--- src/rtl/fe_fetch_redirect.sv ---
// Fetch stage: owns the PC, reads imem combinationally, fills the one-deep FE->DE latch.
// Optional FE_PERF_CNT_EN adds redirect/stall performance counters.
module fe_fetch_redirect #(
  parameter int                   DBITS    = 32,
  parameter int                   INSTBITS = 32,
  parameter logic [DBITS-1:0]     STARTPC  = 'h100,
  parameter int                   IMEM_AW  = 14,
  parameter logic [INSTBITS-1:0]  NOP_INST = 'h13
) (
  input  logic                        clk,
  input  logic                        reset,
  input  logic [DBITS:0]              from_AGEX_to_FE,
  input  logic                        stall_DE,
  output logic [IMEM_AW-1:0]          imem_addr,
  input  logic [INSTBITS-1:0]         imem_rdata,
`ifdef FE_PERF_CNT_EN
  output logic [DBITS-1:0]            perf_redirects,
  output logic [DBITS-1:0]            perf_stalls,
`endif
  output logic [INSTBITS+3*DBITS:0]   FE_latch_out
);

  typedef struct packed {
    logic                 valid;
    logic [INSTBITS-1:0]  inst;
    logic [DBITS-1:0]     pc;
    logic [DBITS-1:0]     pcplus;
    logic [DBITS-1:0]     inst_count;
  } fe_latch_t;

  logic             br_cond;
  logic [DBITS-1:0] br_target;
  logic [DBITS-1:0] pc;
  logic [DBITS-1:0] pc_plus4;
  logic [DBITS-1:0] inst_count;
  fe_latch_t        latch;

  assign br_cond   = from_AGEX_to_FE[DBITS];
  assign br_target = from_AGEX_to_FE[DBITS-1:0];
  assign pc_plus4  = pc + DBITS'(4);
  assign imem_addr = pc[IMEM_AW+1:2];
  assign FE_latch_out = latch;

  // Redirect beats stall: DE squashes its own copy in the same cycle, so the
  // bubble must land even when DE is not accepting.
  always_ff @(posedge clk or negedge reset) begin
    if (!reset) begin
      pc               <= STARTPC;
      inst_count       <= '0;
      latch.valid      <= 1'b0;
      latch.inst       <= NOP_INST;
      latch.pc         <= '0;
      latch.pcplus     <= '0;
      latch.inst_count <= '0;
    end else if (br_cond) begin
      pc               <= br_target;
      latch.valid      <= 1'b0;
      latch.inst       <= NOP_INST;
      latch.pc         <= '0;
      latch.pcplus     <= '0;
      latch.inst_count <= inst_count;
    end else if (!stall_DE) begin
      pc               <= pc_plus4;
      inst_count       <= inst_count + DBITS'(1);
      latch.valid      <= 1'b1;
      latch.inst       <= imem_rdata;
      latch.pc         <= pc;
      latch.pcplus     <= pc_plus4;
      latch.inst_count <= inst_count + DBITS'(1);
    end
  end

`ifdef FE_PERF_CNT_EN
  always_ff @(posedge clk or negedge reset) begin
    if (!reset) begin
      perf_redirects <= '0;
      perf_stalls    <= '0;
    end else if (br_cond) begin
      perf_redirects <= perf_redirects + DBITS'(1);
    end else if (stall_DE) begin
      perf_stalls    <= perf_stalls + DBITS'(1);
    end
  end
`endif

endmodule

--- config.mk ---
export PLATFORM = sky130hd
export DESIGN_NAME = fe_fetch_redirect
export DESIGN_NICKNAME = d
export VERILOG_FILES = /design/src/rtl/fe_fetch_redirect.sv
export SDC_FILE = /design/constraint.sdc
export NUM_CORES = 1
export LEC_CHECK = 0
export CAP_MARGIN = 5
export CORE_ASPECT_RATIO = 1.25
export CORE_UTILIZATION = 55
export DETAILED_ROUTE_END_ITERATION = 7
export PLACE_DENSITY = 0.95
export SLEW_MARGIN = 0
export SYNTH_ARGS = -nofsm -noshare
export SYNTH_HDL_FRONTEND = slang
export SYNTH_SLANG_ARGS = --single-unit
--- constraint.sdc ---
create_clock -name clk -period 4.2 [get_ports clk]
set_input_delay 0.42 -clock clk [delete_from_list [all_inputs] [get_ports clk]]
set_output_delay 0.42 -clock clk [all_outputs]
set_load 0.01 [all_outputs]
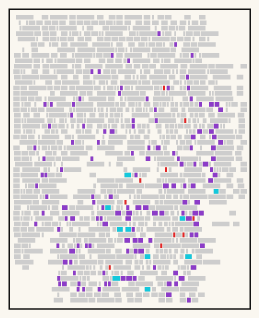
run_1/gate_families.png
Drawn at 2 px/um.
Purple stands for inverting AOI/OAI gates, cells 135, most used o21ai_0. Red stands for inverters, cells 10, most used inv_1. Cyan stands for AND-OR and OR-AND gates, cells 10, most used o22a_1.
most frequent logic cell in the layout: clkdlybuf4s50_1
Final Non-Filler Cells: 1345
multi-input combinational area share: 0.3501

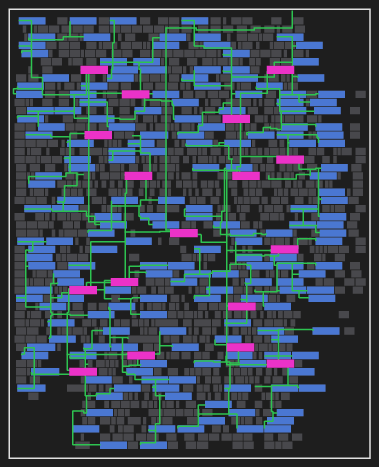
run_1/clock_map.png
Drawn at 3 px/um.
Green stands for clock wires, length 2240 um. Magenta stands for cells driving clock nets, count 17. Blue stands for flip-flops, count 191.
There are 18 routed clock nets.
Clock Power: 1.59 mW
Clock power frac: 0.353

==> job_summary.md, run 1 <==
### Flow metrics

| Metric | Value |
|---|---|
| Status | completed |
| Flop count | 191 |
| Wirelength, routed | 25970 um |
| Share of power burned in registers | 0.478 |
| Synth Seq Share | 0.5022 |
| Cell Type Count | 61 |
| I/O pin cnt | 211 |
| EDFF count, synth | 0 |
| Inverters | 10 |
| Floorplan row count | 53 |
| Max reg flops | 127 |
| Number of standard cells reported by yosys | 973 |
| Top-count cell post-synth | dfrtp_1 |
| Post-synth ARST share | 1.000 |
| Reg2reg path depth | 5 |
| Post-cts resize count | 0 |
| Critical path's top delay family | simple AND/OR/NAND/NOR gates |
| Post-route ant nets | 0 |
| CTS tree | yes |
| Final period utilization | 0.5953 |
| Worst hold path type | input port to asynchronous set/reset pin |
| Worst path required time | 4.49 ns |
| Setup violators final | 0 |
| R2R Path Start | pc[8]$_DFFE_PN1N_ |
| Grt met3 use | 0.07378 |
| RSZ-0062 raised after global routing | no |
| Post-Route M1 WL | 9515 um |
| Max incr delay on CP | 0.64 ns |
| Combinational Gates | 676 |
| Max Freq | 0.3999 GHz |
| Clock buffers | 20 |
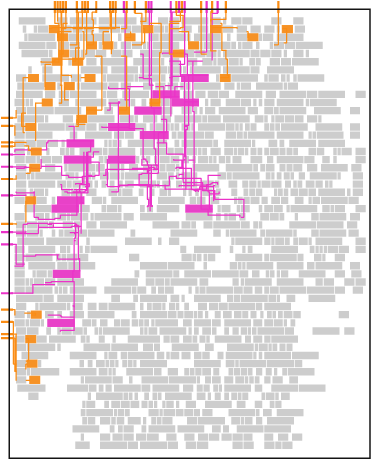
run_1/port_nets.png
Drawn at 3 px/um.
Magenta stands for `imem_addr`, bits 14, direction output, end cells 14, buffers 14, wire 1320 um. Orange stands for `imem_rdata`, bits 32, direction input, end cells 32, buffers 32, wire 728 um.

==> run 2: changes to the inputs <==
CORE_UTILIZATION = 51   (was 55)
PLACE_DENSITY = 0.93   (was 0.95)
clock period = 2.44 ns   (was 4.2 ns; I/O delays follow)
==> run 2 against run 1 <==
Critical path depth up 1. Critical path type unchanged. Die area rose by 7.7%. Via count about the same. Global-route usage fell by 2.5 points. Clock-buffer cell count decreased by 2.
==> job_summary.md, run 2 <==
### Flow metrics

| Metric | Value |
|---|---|
| Most frequent logic cell in the layout | clkdlybuf4s50_1 |
| Share of power burned in registers | 0.480 |
| Wirelength, routed | 26290 um |
| Inverters | 10 |
| Combinational Gates | 676 |
| Max_cap viols | 0 |
| Leakage | 5.176 nW |
| Top-count cell post-synth | dfrtp_1 |
| Max incr delay on CP | 0.55 ns |
| Post-route ant nets | 0 |
| Max reg flops | 127 |
| Multi-input combinational area share | 0.3454 |
| Number of standard cells reported by yosys | 973 |
| Non-CTS buffers | 234 |
| RSZ-0062 raised after global routing | no |
| Floorplan row count | 55 |
| R2R Path Start | pc[2]$_DFFE_PN0N_ |
| Flop count | 191 |
| Post-cts resize count | 0 |
| EDFF count, synth | 0 |
| Critical path's top delay family | simple AND/OR/NAND/NOR gates |
| I/O pin cnt | 211 |
| Grt met3 use | 0.06538 |
| Worst hold path type | input port to flip-flop |
| Placer Congestion | 0.9466 |
| Hold_sp | from_AGEX_to_FE[32] |
| Worst path required time | 2.77 ns |
| Cell Type Count | 61 |
| Clock Power | 2.66 mW |
| Peak supply drop | 505.1 uV |
| Final period utilization | 0.9273 |
| Post-Route M1 WL | 10460 um |
| CTS tree | yes |
| Post-layout min period | 2.263 ns |
| Max Freq | 0.4420 GHz |
| Setup violators final | 0 |
| Status | completed |
| Reg2reg path depth | 6 |
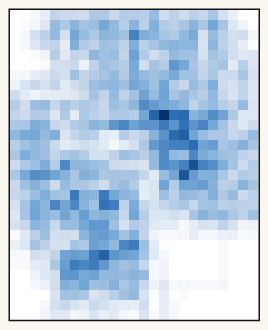
run_2/wire_density.png
Drawn at 2 px/um. 25 x 31 tiles, from white (low) to dark blue (high), scaled to the fullest tile. Values are wire area over tile area, all layers added.
The fullest tile reaches 0.77. The emptiest ninth of the die: bottom right. The densest ninth of the die: right middle. The mean over all tiles is 0.22.

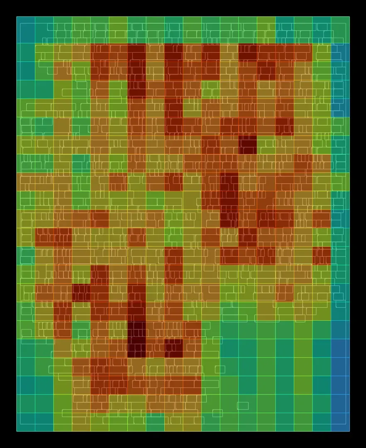
run_2/final_congestion.png
met2 usage: 0.4641
global route hottest layer: met2
wire length per cell: 19.17 um

==> run 3: changes to the inputs <==
SLEW_MARGIN = 20   (was 0)
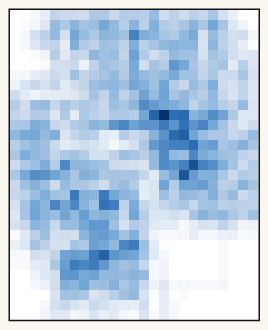
run_3/wire_density.png
Drawn at 2 px/um. 25 x 31 tiles, from white (low) to dark blue (high), scaled to the fullest tile. Values are wire area over tile area, all layers added.
The densest ninth of the die: right middle. The mean over all tiles is 0.22. 12% of the tiles are nearly empty. The emptiest ninth of the die: bottom right.

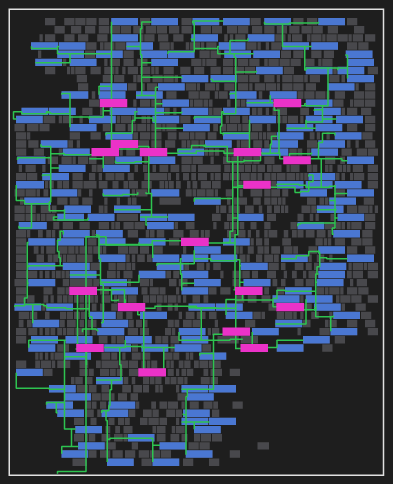
run_3/clock_map.png
Drawn at 3 px/um.
Green stands for clock wires, length 2210 um. Blue stands for flip-flops, count 191. Magenta stands for cells driving clock nets, count 17.
Position of the flops: all over the die.

==> run 3 against run 2 <==
Synthesized area unchanged. Flip-flop count unchanged. Worst hold slack stayed put. Critical path depth unchanged. Die area stayed put. Register-to-register slack barely moved. Sequential power hardly changed. Utilization stayed put. Highest routed layer unchanged. Cell count unchanged. Non-clock buffer count unchanged. Sequential share of layout area stayed put. First-iteration DRC count unchanged.
==> job_summary.md, run 3 <==
### Flow metrics

| Metric | Value |
|---|---|
| Number of standard cells reported by yosys | 973 |
| Leakage | 5.176 nW |
| Grt met3 use | 0.06538 |
| Cell Type Count | 61 |
| Final Non-Filler Cells | 1371 |
| Post-synth ARST share | 1.000 |
| Clock power frac | 0.346 |
| I/O pin cnt | 211 |
| R2R Path Start | pc[2]$_DFFE_PN0N_ |
| Status | completed |
| Max_cap viols | 0 |
| Post-route ant nets | 0 |
| Synth Seq Share | 0.5022 |
| Most frequent logic cell in the layout | clkdlybuf4s50_1 |
| Peak supply drop | 505.1 uV |
| Met2 usage | 0.4641 |
| Worst hold path type | input port to flip-flop |
| Final period utilization | 0.9273 |
| Reg2reg path depth | 6 |
| Post-cts resize count | 0 |
| RSZ-0062 raised after global routing | no |
Power and IR drop assume default switching activity.
